==> src/rtl/mem_port_arbiter.sv <==
// Two-requester arbiter (programmer / CPU) for a single-port synchronous memory.
// Optional CPU write protection below WP_LIMIT is enabled by defining MEM_ARB_WRITE_PROTECT_EN.
module mem_port_arbiter #(
  parameter int MEMORY_ADDRESS_WIDTH = 4,
  parameter int DATA_WIDTH           = 8,
  parameter int WP_LIMIT             = 8
) (
  input  logic                            clk_i,
  input  logic                            reset_ni,
  input  logic                            program_mode_i,
  input  logic                            p_req_i,
  input  logic                            p_we_i,
  input  logic [MEMORY_ADDRESS_WIDTH-1:0] p_addr_i,
  input  logic [DATA_WIDTH-1:0]           p_wdata_i,
  output logic                            p_gnt_o,
  output logic                            p_rvalid_o,
  output logic [DATA_WIDTH-1:0]           p_rdata_o,
  input  logic                            c_req_i,
  input  logic                            c_we_i,
  input  logic [MEMORY_ADDRESS_WIDTH-1:0] c_addr_i,
  input  logic [DATA_WIDTH-1:0]           c_wdata_i,
  output logic                            c_gnt_o,
  output logic                            c_rvalid_o,
  output logic [DATA_WIDTH-1:0]           c_rdata_o,
  output logic                            mem_en_o,
  output logic                            mem_we_o,
  output logic [MEMORY_ADDRESS_WIDTH-1:0] mem_addr_o,
  output logic [DATA_WIDTH-1:0]           mem_wdata_o,
  input  logic [DATA_WIDTH-1:0]           mem_rdata_i,
  output logic                            busy_o,
  output logic                            wp_err_o
);
  localparam int AW = MEMORY_ADDRESS_WIDTH;
  localparam int DW = DATA_WIDTH;

`ifdef MEM_ARB_WRITE_PROTECT_EN
  localparam bit WpEn = 1'b1;
`else
  localparam bit WpEn = 1'b0;
`endif

  typedef enum logic {IDLE, ACCESS} state_e;

  state_e          state_q, state_d;
  logic            last_cpu_q, last_cpu_d;
  logic            own_cpu_q, own_cpu_d;
  logic            p_gnt_q, p_gnt_d;
  logic            c_gnt_q, c_gnt_d;
  logic            mem_en_q, mem_en_d;
  logic            mem_we_q, mem_we_d;
  logic [AW-1:0]   mem_addr_q, mem_addr_d;
  logic [DW-1:0]   mem_wdata_q, mem_wdata_d;
  logic            wp_err_q, wp_err_d;
  logic            p_rvalid_q, p_rvalid_d;
  logic            c_rvalid_q, c_rvalid_d;
  logic [DW-1:0]   p_rdata_q, p_rdata_d;
  logic [DW-1:0]   c_rdata_q, c_rdata_d;

  logic p_elig, c_elig, pick_cpu, sel_we, wp_block;

  always_comb begin
    state_d     = state_q;
    last_cpu_d  = last_cpu_q;
    own_cpu_d   = own_cpu_q;
    p_gnt_d     = 1'b0;
    c_gnt_d     = 1'b0;
    mem_en_d    = 1'b0;
    mem_we_d    = 1'b0;
    mem_addr_d  = mem_addr_q;
    mem_wdata_d = mem_wdata_q;
    wp_err_d    = 1'b0;
    // own_cpu_q still names the owner of the access issued in the previous cycle
    p_rvalid_d  = mem_en_q & ~mem_we_q & ~own_cpu_q;
    c_rvalid_d  = mem_en_q & ~mem_we_q & own_cpu_q;
    p_rdata_d   = p_rvalid_q ? mem_rdata_i : p_rdata_q;
    c_rdata_d   = c_rvalid_q ? mem_rdata_i : c_rdata_q;

    p_elig   = p_req_i;
    c_elig   = c_req_i & ~program_mode_i;
    pick_cpu = c_elig & (~p_elig | ~last_cpu_q);
    sel_we   = pick_cpu ? c_we_i : p_we_i;
    wp_block = WpEn & pick_cpu & c_we_i & (int'(c_addr_i) < WP_LIMIT);

    unique case (state_q)
      IDLE: begin
        if (p_elig || c_elig) begin
          state_d     = ACCESS;
          own_cpu_d   = pick_cpu;
          last_cpu_d  = pick_cpu;
          p_gnt_d     = ~pick_cpu;
          c_gnt_d     = pick_cpu;
          mem_en_d    = ~wp_block;
          mem_we_d    = sel_we & ~wp_block;
          mem_addr_d  = pick_cpu ? c_addr_i : p_addr_i;
          mem_wdata_d = pick_cpu ? c_wdata_i : p_wdata_i;
          wp_err_d    = wp_block;
        end
      end
      ACCESS: state_d = IDLE;
      default: state_d = IDLE;
    endcase
  end

  always_ff @(posedge clk_i or negedge reset_ni) begin
    if (!reset_ni) begin
      state_q     <= IDLE;
      last_cpu_q  <= 1'b1;
      own_cpu_q   <= 1'b0;
      p_gnt_q     <= 1'b0;
      c_gnt_q     <= 1'b0;
      mem_en_q    <= 1'b0;
      mem_we_q    <= 1'b0;
      mem_addr_q  <= '0;
      mem_wdata_q <= '0;
      wp_err_q    <= 1'b0;
      p_rvalid_q  <= 1'b0;
      c_rvalid_q  <= 1'b0;
      p_rdata_q   <= '0;
      c_rdata_q   <= '0;
    end else begin
      state_q     <= state_d;
      last_cpu_q  <= last_cpu_d;
      own_cpu_q   <= own_cpu_d;
      p_gnt_q     <= p_gnt_d;
      c_gnt_q     <= c_gnt_d;
      mem_en_q    <= mem_en_d;
      mem_we_q    <= mem_we_d;
      mem_addr_q  <= mem_addr_d;
      mem_wdata_q <= mem_wdata_d;
      wp_err_q    <= wp_err_d;
      p_rvalid_q  <= p_rvalid_d;
      c_rvalid_q  <= c_rvalid_d;
      p_rdata_q   <= p_rdata_d;
      c_rdata_q   <= c_rdata_d;
    end
  end

  assign p_gnt_o     = p_gnt_q;
  assign c_gnt_o     = c_gnt_q;
  assign mem_en_o    = mem_en_q;
  assign mem_we_o    = mem_we_q;
  assign mem_addr_o  = mem_addr_q;
  assign mem_wdata_o = mem_wdata_q;
  assign wp_err_o    = wp_err_q;
  assign busy_o      = (state_q == ACCESS);
  assign p_rvalid_o  = p_rvalid_q;
  assign c_rvalid_o  = c_rvalid_q;
  // Memory data only arrives in the rvalid cycle, so it is forwarded then and held afterwards.
  assign p_rdata_o   = p_rvalid_q ? mem_rdata_i : p_rdata_q;
  assign c_rdata_o   = c_rvalid_q ? mem_rdata_i : c_rdata_q;

endmodule

==> config.mk <==
export PLATFORM = sky130hd
export DESIGN_NAME = mem_port_arbiter
export DESIGN_NICKNAME = d
export VERILOG_FILES = /design/src/rtl/mem_port_arbiter.sv
export SDC_FILE = /design/constraint.sdc
export NUM_CORES = 1
export LEC_CHECK = 0
export CAP_MARGIN = 20
export CORE_MARGIN = 8
export CORE_UTILIZATION = 42
export CTS_BUF_LIST = sky130_fd_sc_hd__clkbuf_16
export DETAILED_ROUTE_END_ITERATION = 8
export PLACE_DENSITY = 0.84
export SLEW_MARGIN = 20
export SYNTH_ARGS = -nofsm -noshare
export SYNTH_HDL_FRONTEND = slang
export SYNTH_SLANG_ARGS = --single-unit
==> constraint.sdc <==
create_clock -name clk_i -period 2.2 [get_ports clk_i]
set_input_delay 0.22 -clock clk_i [delete_from_list [all_inputs] [get_ports clk_i]]
set_output_delay 0.22 -clock clk_i [all_outputs]
set_load 0.01 [all_outputs]
==> images/m2.png <==
Scale bar: 20 um.
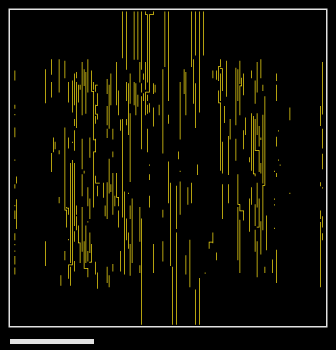
share of all routed wire	43%
longest straight run	25.3 um
main direction	vertical
nets with wire on the layer	195
Vias: 1093
wirelength, routed: 3740 um
grt met2 use: 20.6%

==> run summary <==
Metal-1 WL -> 1540 um
Crit path DAT -> 1.74 ns
Worst path max stage delay -> 0.57 ns
Worst vdd ir -> 0.653 mV
Full die area -> 5710 sq um
CTS clock-pin slew for the worst setup and hold paths -> 0.05 ns
CP Depth -> 2
Most numerous logic cells after layout -> clkdlybuf4s50_1 (72), dfrtp_1 (35), mux2_2 (16)
Biggest area cells -> dfrtp_1 (59%), mux2_2 (12%), mux2i_1 (8.1%)
Slowest-stage cell, CP -> dfrtp_1
Via/cell ratio -> 4.73
Layout cell share with drive strength beyond 1 -> 16.8%
Final nets -> 223
Final Total Pwr -> 2.50 mW
Synth top cell by count -> dfrtp_1
Final design utilization -> 70.6%
Fillcell total -> 251
Wirelength per Cell -> 16.2 um
Area-dominant class -> flip-flops and latches
Cycle use final -> 89.0%
Top Layer Used -> met4
Met2 WL post-DR -> 1590 um
Worst flop-to-flop path startpoint -> last_cpu_q
Yosys chip area -> 1490 sq um
Top pwr grp -> sequential cells
Tapcells -> 46
Ys cells -> 111
Gpl congestion -> 0.734
Final worst setup slack -> 0.242 ns
Die Ht -> 75.6 um
Nonclk buf count -> 74
R2R setup slack -> 0.86 ns
P per Cell Area -> 1050 nW/um^2
Max Slew Vio Count -> 0
Crit path kind -> flip-flop to output port
Met1 usage -> 15.7%
Initial antenna violation count -> 0
Req. time, crit path -> 1.98 ns
Sw power -> 638 uW
Switching Share -> 25.5%
Crit path launch type -> flip-flop
Adders+Majority by Area -> 0%
Post-CTS Hold Fix Bufs -> 0
Total GRT Usage -> 14.2%
EDFF count, synth -> 0
Max-Cap Viols -> 0
Critical Path Start -> p_rvalid_o
Lkg Pwr -> 1.07 nW
Tool warnings -> 26
Main flop type -> dfrtp_1
Iter 0 DRT Violations -> 39
Commonest cells post-synth -> dfrtp_1 (35), mux2_2 (16), nand2_1 (13)
Area Overhead vs Synth -> 59.1%
Mapped Cells -> 111
Router iterations before antenna repair -> 4
Clk_buf instances -> 5
Worst setup EP type -> output port
Hold Path Class -> primary input to async pin
Seq/total area -> 38.0%
FP Util -> 44.3%
CP top delay family -> flip-flops
Total congestion overflow -> 0
Clk sinks -> 36
Setup_tns -> 0 ns
Clk buf depth -> 2
Root Buffer -> clkbuf_16
Synth Cell Area -> 1490 sq um
Seq group -> 917 uW
R2R depth -> 4
Seq pwr share -> 36.7%
ANT nets after route -> 0
Vias in the first global route -> 1235
Crit Reg-Reg Endpoint -> mem_wdata_o[0]
WP buf/inv -> 1
Power Combinational -> 796 uW
Yosys aoi share -> 6.46%
Final instance area -> 2370 sq um
Signal buf overhead -> 30.9%
Hold Slack -> 0.0194 ns
Storage cell area -> 902 sq um
Cell Area, Placed -> 2210 sq um
Core area -> 3360 sq um
Clk power -> 783 uW
Cell variety after synth -> 23
F_max -> 0.511 GHz
Top-area cell share -> 58.7%
Row Count -> 21
Final HPWL DP -> 2960 um
Slew HR -> 48.5%
Met3 Wirelength -> 551 um
Net Count, Synth -> 150
GR peak layer -> met2
TritonCTS buffer count -> 5
# DRC -> 0
Seq Cell Count -> 36
Crit path time final -> 1.96 ns
Multi-In Gates -> 66
Combinational Power Share -> 31.9%
Comb area leader -> multiplexers
Non-clk invs -> 1
Post-synth ARST share -> 100%
Worst slack, placed -> 0.518 ns
XOR Share, Synth -> 0%
Die Wd -> 75.6 um
IO Port Bufs -> 73
Antenna Cells -> 0
Actual slew at the worst max-slew pin -> 0.772 ns
Critical path endpoint -> p_rdata_o[5]
Skew final -> 0.00347 ns
Setup violations, final -> 0
Seq share, synth -> 60.5%
# IOs -> 75
Simple Share, Synth -> 7.55%
TritonCTS clock tree -> yes
Comb. cell area -> 513 sq um
First-pass GRT wire length -> 5910 um
Synth Area per Inst -> 13.4 sq um
M3 GR Usage -> 8.95%
Clk ins delay skew pair -> 0.28 ns
CTS resizes -> 0
Yosys Warn Count -> 0
Largest net degree at the start of global routing -> 37
CP cell instances -> mux2_2 -> clkdlybuf4s50_1
Clk tree area frac -> 6.91%
Placed insts -> 223
Final hold viol count -> 0
Synth mux share -> 20.1%
Worst Path Max Fanout -> 9
RSZ-0062 raised after global routing -> no
Registers, synthesis -> 36
CTS H-tree lvls -> 2
Internal -> 1.86 mW
Post-CTS setup buffers -> 0
Clock share of power -> 31.4%
Synth area leader -> dfrtp_1
Status -> complete, no violations
==> images/gates.png <==
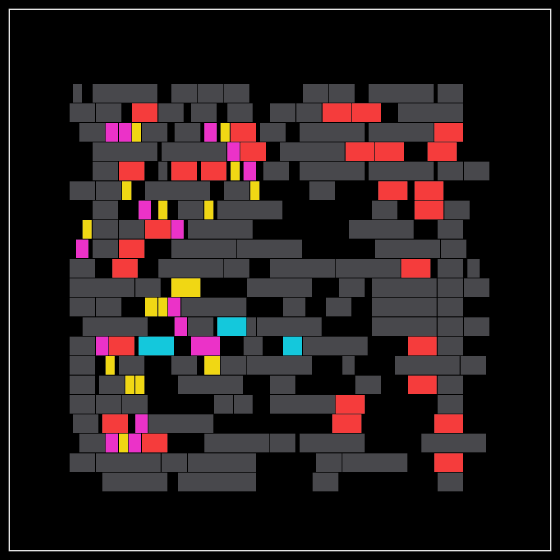
family	color	cells
nand cells	yellow	16
mux cells	red	28
nor cells	cyan	3
aoi and oai cells	magenta	15
most numerous logic cell after layout: clkdlybuf4s50_1
Comb area share: 21.6%
Finished Layout Cells: 231

No activity file was given, so power comes from the tool's default toggle rates.
